==> run_1/layer_met1.png <==
Supply wires on this layer in grey.
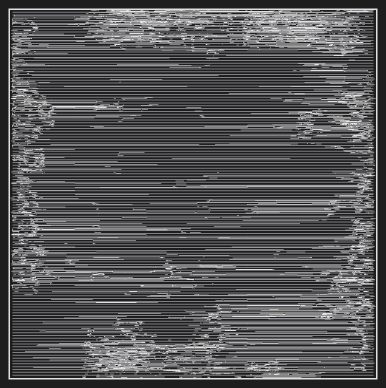
==> run_1/layer_met2.png <==
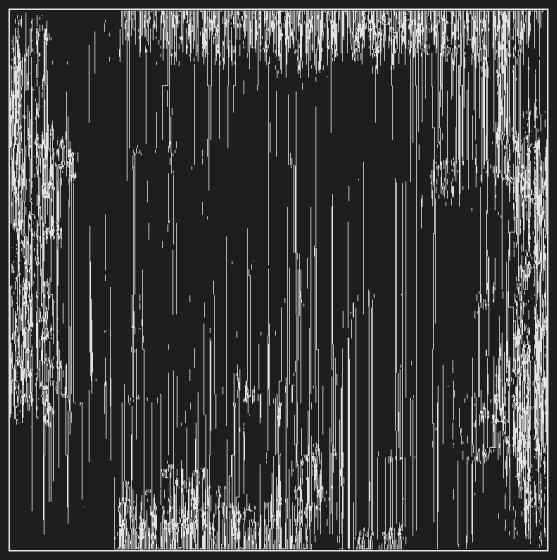
==> run_1/layer_met3.png <==
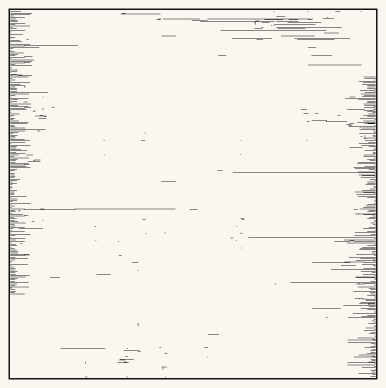
==> run_1/layer_met4.png <==
Bar = 100 um. Supply wires on this layer in grey. Cells faint in the background.
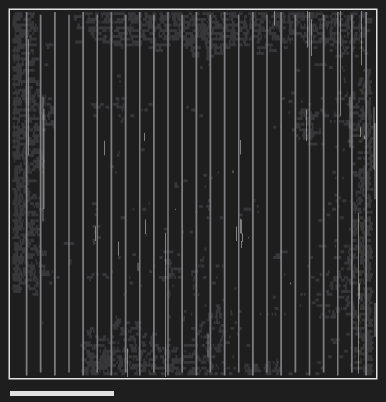
$ cat src/rtl/axum_xbar_pkg.sv
// rtl/axum_xbar_pkg.sv - shared FSM state type and index-width helpers for the axum crossbar
package axum_xbar_pkg;

   typedef enum logic {
      XbarIdle = 1'b0,
      XbarBusy = 1'b1
   } xbar_state_e;

   // Width of a host index; a single host still gets a one-bit index.
   function automatic int host_idx_w(input int nr_hosts);
      return (nr_hosts > 1) ? $clog2(nr_hosts) : 1;
   endfunction

   // Width of a device index; a single device still gets a one-bit index.
   function automatic int dev_idx_w(input int nr_devices);
      return (nr_devices > 1) ? $clog2(nr_devices) : 1;
   endfunction

endpackage

$ cat src/rtl/axum_rr_arbiter.sv
// rtl/axum_rr_arbiter.sv - round-robin arbiter with combinational grant and registered pointer
module axum_rr_arbiter
   import axum_xbar_pkg::*;
#(
   parameter int N = 2,
   localparam int W = host_idx_w(N)
) (
   input  logic         clk_i,
   input  logic         rst_i,
   input  logic         en_i,
   input  logic [N-1:0] req_i,
   output logic         valid_o,
   output logic [W-1:0] idx_o,
   output logic [N-1:0] gnt_o
);

   logic [W-1:0] rr_ptr;
   logic         hi_hit;
   logic [W-1:0] hi_idx;
   logic         lo_hit;
   logic [W-1:0] lo_idx;

   // Winner is the lowest requester at or above rr_ptr, else the lowest requester overall (wrap).
   always_comb begin
      hi_hit = 1'b0;
      hi_idx = '0;
      lo_hit = 1'b0;
      lo_idx = '0;
      for (int k = N - 1; k >= 0; k--) begin
         if (req_i[k]) begin
            lo_hit = 1'b1;
            lo_idx = W'(k);
            if (W'(k) >= rr_ptr) begin
               hi_hit = 1'b1;
               hi_idx = W'(k);
            end
         end
      end
      valid_o = lo_hit;
      idx_o   = hi_hit ? hi_idx : lo_idx;
      for (int k = 0; k < N; k++) begin
         gnt_o[k] = en_i && valid_o && (idx_o == W'(k));
      end
   end

   // Advance the pointer past the winner whenever a grant is actually issued.
   always_ff @(posedge clk_i or posedge rst_i) begin
      if (rst_i) begin
         rr_ptr <= '0;
      end else if (en_i && valid_o) begin
         rr_ptr <= (idx_o == W'(N - 1)) ? '0 : idx_o + W'(1);
      end
   end

endmodule

$ cat src/rtl/axum_xbar.sv
// rtl/axum_xbar.sv - single-outstanding host/device crossbar; AXUM_XBAR_TIMEOUT_EN enables the response timeout
module axum_xbar
   import axum_xbar_pkg::*;
#(
   parameter int NrHosts       = 2,
   parameter int NrDevices     = 4,
   parameter int DataWidth     = 32,
   parameter int AddressWidth  = 32,
   parameter int TimeoutCycles = 255
) (
   input  logic                      clk_i,
   input  logic                      rst_i,
   input  logic                      host_req_i             [NrHosts],
   output logic                      host_gnt_o             [NrHosts],
   input  logic [AddressWidth-1:0]   host_addr_i            [NrHosts],
   input  logic                      host_we_i              [NrHosts],
   input  logic [DataWidth/8-1:0]    host_be_i              [NrHosts],
   input  logic [DataWidth-1:0]      host_wdata_i           [NrHosts],
   output logic                      host_rvalid_o          [NrHosts],
   output logic [DataWidth-1:0]      host_rdata_o           [NrHosts],
   output logic                      host_err_o             [NrHosts],
   output logic                      device_req_o           [NrDevices],
   output logic [AddressWidth-1:0]   device_addr_o          [NrDevices],
   output logic                      device_we_o            [NrDevices],
   output logic [DataWidth/8-1:0]    device_be_o            [NrDevices],
   output logic [DataWidth-1:0]      device_wdata_o         [NrDevices],
   input  logic                      device_rvalid_i        [NrDevices],
   input  logic [DataWidth-1:0]      device_rdata_i         [NrDevices],
   input  logic                      device_err_i           [NrDevices],
   input  logic [AddressWidth-1:0]   cfg_device_addr_base_i [NrDevices],
   input  logic [AddressWidth-1:0]   cfg_device_addr_mask_i [NrDevices]
);

   localparam int HostIdxW = host_idx_w(NrHosts);
   localparam int DevIdxW  = dev_idx_w(NrDevices);

   xbar_state_e             state;
   logic [HostIdxW-1:0]     cur_host;
   logic [DevIdxW-1:0]      cur_dev;
   logic                    cur_unmapped;

   logic [NrHosts-1:0]      req_vec;
   logic [NrHosts-1:0]      gnt_vec;
   logic                    arb_en;
   logic                    arb_valid;
   logic [HostIdxW-1:0]     win_idx;
   logic                    grant;

   logic [AddressWidth-1:0] win_addr;
   logic                    win_we;
   logic [DataWidth/8-1:0]  win_be;
   logic [DataWidth-1:0]    win_wdata;
   logic                    dec_hit;
   logic [DevIdxW-1:0]      dec_idx;

   logic                    tgt_rvalid;
   logic [DataWidth-1:0]    tgt_rdata;
   logic                    tgt_err;
   logic                    resp_dev;
   logic                    resp_fire;
   logic [DataWidth-1:0]    resp_rdata;
   logic                    resp_err;
   logic                    timeout_hit;

   // Pack host requests for the arbiter; arbitration only runs while idle and out of reset.
   always_comb begin
      for (int h = 0; h < NrHosts; h++) begin
         req_vec[h] = host_req_i[h];
      end
      arb_en = (state == XbarIdle) && !rst_i;
   end

   axum_rr_arbiter #(
      .N (NrHosts)
   ) u_arb (
      .clk_i   (clk_i),
      .rst_i   (rst_i),
      .en_i    (arb_en),
      .req_i   (req_vec),
      .valid_o (arb_valid),
      .idx_o   (win_idx),
      .gnt_o   (gnt_vec)
   );

   assign grant = arb_en && arb_valid;

   // Select the winning host's request fields.
   always_comb begin
      win_addr  = '0;
      win_we    = 1'b0;
      win_be    = '0;
      win_wdata = '0;
      for (int h = 0; h < NrHosts; h++) begin
         if (win_idx == HostIdxW'(h)) begin
            win_addr  = host_addr_i[h];
            win_we    = host_we_i[h];
            win_be    = host_be_i[h];
            win_wdata = host_wdata_i[h];
         end
      end
   end

   // Address decode; scanning downward lets the lowest matching device win.
   always_comb begin
      dec_hit = 1'b0;
      dec_idx = '0;
      for (int d = NrDevices - 1; d >= 0; d--) begin
         if ((win_addr & cfg_device_addr_mask_i[d]) == cfg_device_addr_base_i[d]) begin
            dec_hit = 1'b1;
            dec_idx = DevIdxW'(d);
         end
      end
   end

   // Forward the granted request to its device; idle device ports stay at zero.
   always_comb begin
      for (int d = 0; d < NrDevices; d++) begin
         device_req_o[d]   = grant && dec_hit && (dec_idx == DevIdxW'(d));
         device_addr_o[d]  = device_req_o[d] ? win_addr  : '0;
         device_we_o[d]    = device_req_o[d] ? win_we    : 1'b0;
         device_be_o[d]    = device_req_o[d] ? win_be    : '0;
         device_wdata_o[d] = device_req_o[d] ? win_wdata : '0;
      end
      for (int h = 0; h < NrHosts; h++) begin
         host_gnt_o[h] = gnt_vec[h];
      end
   end

   // Build the response: latched device only, otherwise an error for unmapped or timed-out targets.
   always_comb begin
      tgt_rvalid = 1'b0;
      tgt_rdata  = '0;
      tgt_err    = 1'b0;
      for (int d = 0; d < NrDevices; d++) begin
         if (cur_dev == DevIdxW'(d)) begin
            tgt_rvalid = device_rvalid_i[d];
            tgt_rdata  = device_rdata_i[d];
            tgt_err    = device_err_i[d];
         end
      end
      resp_dev   = (state == XbarBusy) && !cur_unmapped && tgt_rvalid;
      resp_fire  = (state == XbarBusy) && (cur_unmapped || tgt_rvalid || timeout_hit);
      resp_rdata = resp_dev ? tgt_rdata : '0;
      resp_err   = resp_dev ? tgt_err : 1'b1;
      for (int h = 0; h < NrHosts; h++) begin
         host_rvalid_o[h] = resp_fire && (cur_host == HostIdxW'(h));
         host_rdata_o[h]  = host_rvalid_o[h] ? resp_rdata : '0;
         host_err_o[h]    = host_rvalid_o[h] ? resp_err : 1'b0;
      end
   end

`ifdef AXUM_XBAR_TIMEOUT_EN
   localparam int TmoW = $clog2(TimeoutCycles + 1);
   logic [TmoW-1:0] tmo_cnt;

   // Count BUSY cycles; the count is zero on the first BUSY cycle and clears when the transaction ends.
   always_ff @(posedge clk_i or posedge rst_i) begin
      if (rst_i) begin
         tmo_cnt <= '0;
      end else if ((state == XbarBusy) && !resp_fire) begin
         tmo_cnt <= tmo_cnt + TmoW'(1);
      end else begin
         tmo_cnt <= '0;
      end
   end

   assign timeout_hit = (state == XbarBusy) && !cur_unmapped && !tgt_rvalid &&
                        (tmo_cnt == TmoW'(TimeoutCycles - 1));
`else
   assign timeout_hit = 1'b0;
`endif

   // Two-state transaction FSM: latch host and target on grant, release on response.
   always_ff @(posedge clk_i or posedge rst_i) begin
      if (rst_i) begin
         state        <= XbarIdle;
         cur_host     <= '0;
         cur_dev      <= '0;
         cur_unmapped <= 1'b0;
      end else begin
         case (state)
            XbarIdle: begin
               if (grant) begin
                  cur_host     <= win_idx;
                  cur_dev      <= dec_idx;
                  cur_unmapped <= !dec_hit;
                  state        <= XbarBusy;
               end
            end
            XbarBusy: begin
               if (resp_fire) begin
                  state <= XbarIdle;
               end
            end
            default: state <= XbarIdle;
         endcase
      end
   end

endmodule

$ cat config.mk
export PLATFORM = sky130hd
export DESIGN_NAME = axum_xbar
export DESIGN_NICKNAME = d
export VERILOG_FILES = /design/src/rtl/axum_xbar_pkg.sv /design/src/rtl/axum_rr_arbiter.sv /design/src/rtl/axum_xbar.sv
export SDC_FILE = /design/constraint.sdc
export NUM_CORES = 1
export LEC_CHECK = 0
export ABC_AREA = 1
export CAP_MARGIN = 10
export CORE_AREA = 2 2 349 351
export CTS_CLUSTER_SIZE = 24
export DETAILED_ROUTE_END_ITERATION = 6
export DIE_AREA = 0 0 351 353
export HOLD_SLACK_MARGIN = 0.15
export SETUP_SLACK_MARGIN = 0.4
export SYNTH_ARGS = -nofsm -noshare
export SYNTH_HDL_FRONTEND = slang
export SYNTH_SLANG_ARGS = --single-unit
$ cat constraint.sdc
create_clock -name clk_i -period 6.2 [get_ports clk_i]
set_input_delay 0.93 -clock clk_i [delete_from_list [all_inputs] [get_ports clk_i]]
set_output_delay 0.93 -clock clk_i [all_outputs]
set_load 0.05 [all_outputs]
==> out/results.txt, run 1 <==
Fin Hold WS - 0.538 ns
Psw - 0.691 mW
htree depth - 1
Comb/total area - 0.288
RSZ-0062 raised after global routing - true
min Tclk post-route - 5.63 ns
setup bufs post-CTS - 3
per-cell routed wire length - 23.3 um
Post-synth EDFFs - 0
clk slew on worst S/H paths - 0.03 ns
Non-Filler Instances - 3950
invs w/o clock - 162
Seq area share - 0.00712
largest net degree at the start of global routing - 55
synth warn - 0
Finished Cell Area - 0.0211 mm^2
TritonRoute pass-1 iters - 6
Setup TNS - 0 ns
Die Y - 353 um
hold crit path type - register to register
core box area - 0.121 mm^2
Met3 Wirelength - 5640 um
number of port buffers - 883
CTS max path bufs - 2
Clock power frac - 0.080
clock skew - 0.00220 ns
final period utilization - 0.907
DP Area - 0.0206 mm^2
Mapped Cells - 1425
Slew Limit Fails - 0
Dominant combinational family - simple AND/OR/NAND/NOR gates
Final WS setup - 0.574 ns
Filler Cell Count - 13700
placed wire-length estimate - 83400 um
Crit-path slowest cell - clkdlybuf4s50_1
number of global-route vias before repair - 13300
ANT cells - 16
Final Power - 1.31 mW
P_clk - 0.105 mW
crit-path cells - clkdlybuf4s50_1, nand2_4, nand2_4, buf_12, buf_4, nand2_2, nand3_1, xor2_1, nand2_1, nor2_1, nand2_1, nor2_1, nand2_1, a21boi_1, nand2_4, buf_12, nor2_2, buf_12
DRC - 0
RR Endpoint - cur_dev[1]
die area - 0.124 mm^2
RD Place Congestion - 0.857
fmax - 178 MHz
routed wl met2 - 45000 um
All-Layer GR Usage - 0.139
Pint - 0.624 mW
Distinct cells, synth - 34
num rows - 128
top-area cell type share of the netlist area - 0.221
initial antenna violation count - 28
post-synth area from yosys stat - 0.00678 mm^2
Log Warnings - 27
first-pass GRT wire length - 117000 um
Iteration-0 DRC Markers - 815
hold path cells - 2
max FFs per register - 2
ao+oa area frac - 0.0803
hold path start - cur_host
Worst Hold Path EP - cur_host
Buffers, non-clock - 946
most used logic cell in the final layout - clkdlybuf4s50_1
max layer used - met5
flop count - 6
Worst-Margin Slew - 1.16 ns
Metal-1 WL - 39900 um
final core utilization - 0.175
Mapped Area - 0.00678 mm^2
reg2reg start - u_arb.rr_ptr
syn nets - 1959
Root Driver - clkbuf_16
Post-synth seq share - 0.0222
placed cells - 3925
Clock-cell share - 0.00356
Top reg by flops - cur_dev
Setup crit end kind - output pin
logic area - 0.00607 mm^2
TritonCTS clock tree - yes
post-synthesis register bit count - 6
Commonest flop - dfrtp_1
top cell type by instance count after synthesis - nor2_1
mi-comb count - 1192
Top pwr grp - combinational cells
critical path arrival - 4.70 ns
FP Core Util - 0.0562
Reg power frac - 0.037
P_comb - 1.16 mW
GRT overflow - 0
peak supply drop - 0.0755 mV
cells on worst reg2reg path - 17
status - complete, no violations
Synth area leader - nor2_1
Setup CP Type - input pin to output pin
FA/HA/MAJ Cells, Area Fraction - 0
Vias/cell - 3.36
Max-Cap Viols - 0
synthesized area per cell - 4.75 um^2
r2r setup slk - 3.06 ns
Comb power frac - 0.883
CP Launch Type - input pin
XOR Share, Synth - 0.0685
Mux cell area share - 0.0547
top cell category - non-clock buffers
slowest stage delay, CP - 0.59 ns
IO Count - 884
P&R area growth vs syn - 211%
switch share - 0.525
final setup vio count - 0
About layer_met1.png:
wire length on this layer: 39.9 mm
share of all routed wire: 43%
main direction: horizontal
longest straight run: 164 um
nets with wire on the layer: 2423
Post-Route WL: 91900 um
met1 usage: 0.179
Vias: 13300

About layer_met2.png:
main direction: vertical
wire length on this layer: 45.0 mm
nets with wire on the layer: 2396
share of all routed wire: 49%
met2 Use GR: 0.248

About layer_met3.png:
longest straight run: 136 um
nets with wire on the layer: 509
met3 usage: 0.0209

About layer_met4.png:
longest straight run: 154 um
main direction: vertical
share of all routed wire: 1.4%
nets with wire on the layer: 35
wire length on this layer: 1310 um

-- run 1: worst max-delay path, delay by kind of cell --
family / cells / cell delay (ns)
AOI/OAI and AO/OA: 1 / 0.25
buffers and inverters: 5 / 1.31
and+or+nand+nor: 11 / 1.80
xor gates and xnor gates: 1 / 0.15
-- run 1: worst max-delay path by stage --
stage                   from             endpoint  slack (ns)  cells after the start
6_report       host_req_i[1]   device_wdata_o[13]        0.57                     18
4_1_cts        host_req_i[1]  device_wdata_o[116]        0.40                     17
5_1_grt        host_req_i[1]  device_wdata_o[123]        0.37                     21
2_1_floorplan  host_req_i[0]   device_wdata_o[22]        2.03                     15
3_3_place_gp   host_req_i[1]   device_addr_o[121]        0.01                     19
3_5_place_dp   host_req_i[1]  device_wdata_o[116]        0.03                     19
==> run 2, diff against run 1 <==
--- a/config.mk
+++ b/config.mk
@@ -7,11 +7,12 @@
 export LEC_CHECK = 0
 export ABC_AREA = 1
 export CAP_MARGIN = 10
-export CORE_AREA = 2 2 349 351
+export CORE_AREA = 2 2 341 343
 export CTS_CLUSTER_SIZE = 24
 export DETAILED_ROUTE_END_ITERATION = 6
-export DIE_AREA = 0 0 351 353
+export DIE_AREA = 0 0 343 345
 export HOLD_SLACK_MARGIN = 0.15
+export RECOVER_POWER = 100
 export SETUP_SLACK_MARGIN = 0.4
 export SYNTH_ARGS = -nofsm -noshare
 export SYNTH_HDL_FRONTEND = slang
==> constraint.sdc (replaced) <==
create_clock -name clk_i -period 5.3 [get_ports clk_i]
set_input_delay 0.795 -clock clk_i [delete_from_list [all_inputs] [get_ports clk_i]]
set_output_delay 0.795 -clock clk_i [all_outputs]
set_load 0.05 [all_outputs]
==> run_2/layer_met3.png <==
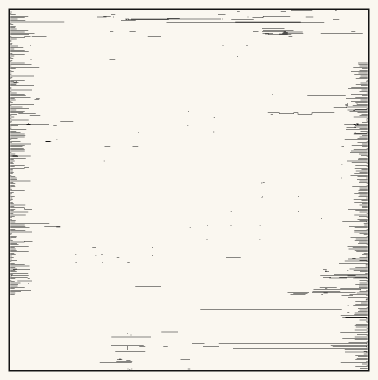
nets with wire on the layer: 525
share of all routed wire: 6.3%
longest straight run: 151 um
main direction: horizontal
wire length on this layer: 5750 um
Post-Route WL: 90700 um
Vias: 13400
met3 usage: 0.0224

==> run_2/clocks.png <==
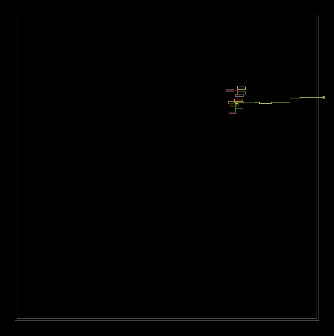
number of CTS-inserted buffers: 3
# clk buffers: 3
Latency at later pin: 0.23 ns
P_clk: 0.122 mW
flop count: 6

==> out/results.txt, run 2 <==
status - complete, no violations
IO Count - 884
FP Core Util - 0.0589
logic area - 0.00611 mm^2
top-area cell type share of the netlist area - 0.221
Psw - 0.827 mW
Final WS setup - 0.451 ns
Top pwr grp - combinational cells
peak supply drop - 0.0766 mV
post-synthesis register bit count - 6
P_comb - 1.41 mW
Final Power - 1.59 mW
Post-synth EDFFs - 0
routed wl met2 - 45600 um
CTS max path bufs - 2
min Tclk post-route - 4.85 ns
critical path arrival - 4.05 ns
Met3 Wirelength - 5750 um
clock skew - 0.000515 ns
Worst Setup EP - host_rdata_o[56]
met2 Use GR - 0.265
Slew Limit Fails - 0
Non-Filler Instances - 3876
Fin Hold WS - 0.531 ns
GRT overflow - 0
core box area - 0.115 mm^2
RSZ-0062 raised after global routing - false
Mapped Cells - 1425
Post-synth seq share - 0.0222
setup bufs post-CTS - 6
Worst-Margin Slew - 1.14 ns
P&R area growth vs syn - 209%
Critical path buffers and inverters - 6
DP Area - 0.0215 mm^2
hold crit path type - register to register
Distinct cells, synth - 34
met1 usage - 0.180
max layer used - met5
die area - 0.118 mm^2
CP Launch Type - register
ao+oa area frac - 0.0803
crit-path cells - buf_4, inv_1, clkbuf_1, nor2_1, nand2_1, nand4_1, or2_2, nand2_1, nor2_1, inv_1, clkbuf_2, nor2_1, buf_12
num rows - 125
Filler Cell Count - 13000
top cell type by instance count after synthesis - nor2_1
slowest stage delay, CP - 0.79 ns
Critical Path Source - cur_dev[0]
htree depth - 1
per-cell routed wire length - 23.4 um
TritonRoute pass-1 iters - 6
synthesized area per cell - 4.75 um^2
Metal-1 WL - 38000 um
XOR Share, Synth - 0.0685
final period utilization - 0.915
Iteration-0 DRC Markers - 701
hold path start - cur_host
Die Y - 345 um
TritonCTS clock tree - yes
Setup crit end kind - output pin
Vias/cell - 3.47
placed cells - 3854
Comb power frac - 0.887
fmax - 206 MHz
Synth area leader - nor2_1
cells on worst reg2reg path - 18
hold path cells - 2
Setup TNS - 0 ns
Pint - 0.760 mW
Mux cell area share - 0.0547
FA/HA/MAJ Cells, Area Fraction - 0
placed wire-length estimate - 80400 um
syn nets - 1959
switch share - 0.521
critical path's top delay family - buffers and inverters
Reg power frac - 0.036
first-pass GRT wire length - 117000 um
[run 2: worst reg2reg max path: stages (launching register included)]
cell       delay, ns
dfrtp_1         0.33
inv_2           0.06
nand2_8         0.12
bufbuf_16       0.33
nand3_1         0.27
nand3_1         0.20
xor2_1          0.15
nand2_1         0.06
nor2_1          0.18
nand2_1         0.23
nor2_1          0.17
nand2_1         0.13
buf_4           0.16
nand3_2         0.09
nor2_4          0.08
buf_4           0.13
buf_4           0.14
inv_1           0.09
o21ai_0         0.08
[run 2: final cells by class]
type | instances | share of cell area
antenna | 8 | 0.000956
clock buffer | 3 | 0.00358
inverter | 162 | 0.0290
multi-input combinational | 1192 | 0.292
sequential | 6 | 0.00717
tap | 1524 | 0.0910
timing repair buffer | 981 | 0.576
==> run 3, diff against run 2 <==
--- a/config.mk
+++ b/config.mk
@@ -11,9 +11,10 @@
 export CTS_CLUSTER_SIZE = 24
 export DETAILED_ROUTE_END_ITERATION = 6
 export DIE_AREA = 0 0 343 345
-export HOLD_SLACK_MARGIN = 0.15
+export HOLD_SLACK_MARGIN = 0.06
 export RECOVER_POWER = 100
 export SETUP_SLACK_MARGIN = 0.4
 export SYNTH_ARGS = -nofsm -noshare
 export SYNTH_HDL_FRONTEND = slang
+export SYNTH_HIERARCHICAL = 1
 export SYNTH_SLANG_ARGS = --single-unit
==> run_3/layer_met3.png <==
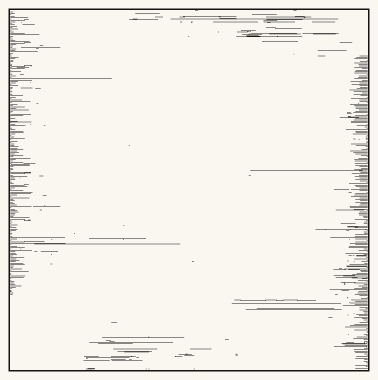
met3 usage: 0.0241
Post-Route WL: 93700 um

==> run_3/layer_met2.png <==
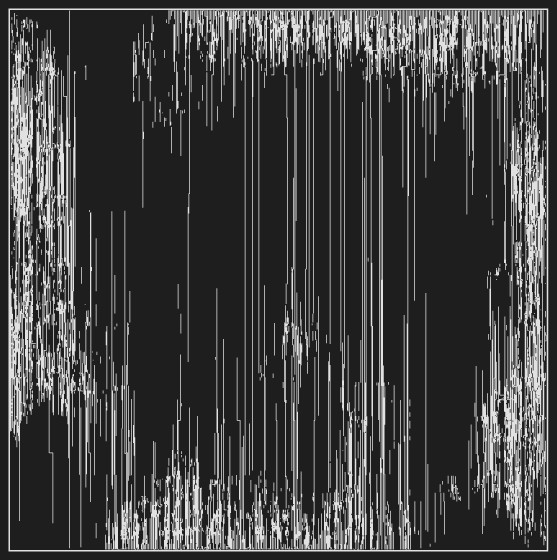
met2 Use GR: 0.268
Vias: 14500

==> out/results.txt, run 3 <==
syn nets - 2123
peak supply drop - 0.0643 mV
max layer used - met5
Finished Cell Area - 0.0212 mm^2
Iteration-0 DRC Markers - 852
ANT cells - 10
CTS max path bufs - 2
final period utilization - 0.934
htree depth - 1
Worst Hold Path EP - u_arb/rr_ptr
non-clk buf share - 0.547
top cell category - non-clock buffers
number of CTS-inserted buffers - 3
Vias/cell - 3.52
critical path arrival - 4.16 ns
die area - 0.118 mm^2
largest net degree at the start of global routing - 51
setup bufs post-CTS - 11
status - complete, no violations
Critical Path Source - host_req_i[1]
clk slew on worst S/H paths - 0.03 ns
hold crit path type - register to register
ao+oa area frac - 0.0828
core box area - 0.115 mm^2
Dominant combinational family - simple AND/OR/NAND/NOR gates
Final WS setup - 0.348 ns
max FFs per register - 2
post-synth area from yosys stat - 0.00726 mm^2
Seq area share - 0.00709
Met3 Wirelength - 6110 um
switch share - 0.516
Setup CP Type - input pin to output pin
final core utilization - 0.184
clock skew - 0.00140 ns
FA/HA/MAJ Cells, Area Fraction - 0
met1 usage - 0.170
Buffers, non-clock - 1063
slowest stage delay, CP - 0.43 ns
TritonCTS clock tree - yes
RD Place Congestion - 0.888
placed cells - 4071
P_clk - 0.121 mW
num rows - 125
Comb/total area - 0.319
IO Count - 884
hold path cells - 2
top-area cell type share of the netlist area - 0.309
Psw - 0.861 mW
invs w/o clock - 172
min Tclk post-route - 4.95 ns
Clock-cell share - 0.00354
DP Area - 0.0217 mm^2
fmax - 202 MHz
final setup vio count - 0
Clock power frac - 0.072
Non-Filler Instances - 4117
TritonRoute pass-1 iters - 5
Mapped Cells - 1589
CP Launch Type - input pin
Setup crit end kind - output pin
Post-synth seq share - 0.0207
Crit-path slowest cell - dlymetal6s2s_1
number of port buffers - 883
Setup TNS - 0 ns
top cell type by instance count after synthesis - nand2_1
hold path start - u_arb/rr_ptr
RR Endpoint - cur_dev[0]
Metal-1 WL - 37700 um
synthesized area per cell - 4.57 um^2
logic area - 0.00676 mm^2
synth warn - 6
RSZ-0062 raised after global routing - false
DRC - 0
Die Y - 345 um
number of global-route vias before repair - 13900
# clk buffers - 3
Distinct cells, synth - 29
Commonest flop - dfrtp_1
Worst Setup EP - device_be_o[5]
Critical path buffers and inverters - 8
routed wl met2 - 47300 um
placed wire-length estimate - 78800 um
Synth area leader - nand2_1
XOR Share, Synth - 0.00121
Mux cell area share - 0.0510
Latency at later pin - 0.23 ns
FP Core Util - 0.0630
Top reg by flops - cur_dev
critical path's top delay family - simple AND/OR/NAND/NOR gates
Mapped Area - 0.00726 mm^2
Slew Limit Fails - 0
-- run 3: netlist changes by cell type in the layout (fill, tap and decap cells not counted), moves of 56 or more --
cell / delta
buf_12: -81
clkbuf_2: +56
nor2_1: -95
nand4_1: -77
nor3_1: +62
nand2_1: +247
-- run 3: through the flow --
| stage | power (mW) | hold WS [ns] |
|---|---|---|
| after floorplan | 0.552 | 0.449 |
| after global placement | 1.48 | 0.471 |
| after detailed placement | 1.48 | 0.487 |
| after CTS | 1.69 | 0.501 |
| after global routing | 1.79 | 0.520 |
| final | 1.67 | 0.509 |
-- run 3: logic make-up after synthesis --
family,after synthesis
xor+xnor,1
compound gates,91
buf+inv,244
mux,37
flops,6
simple gates,1210
Power figures rest on the tool's default switching activity, not on a simulated workload.
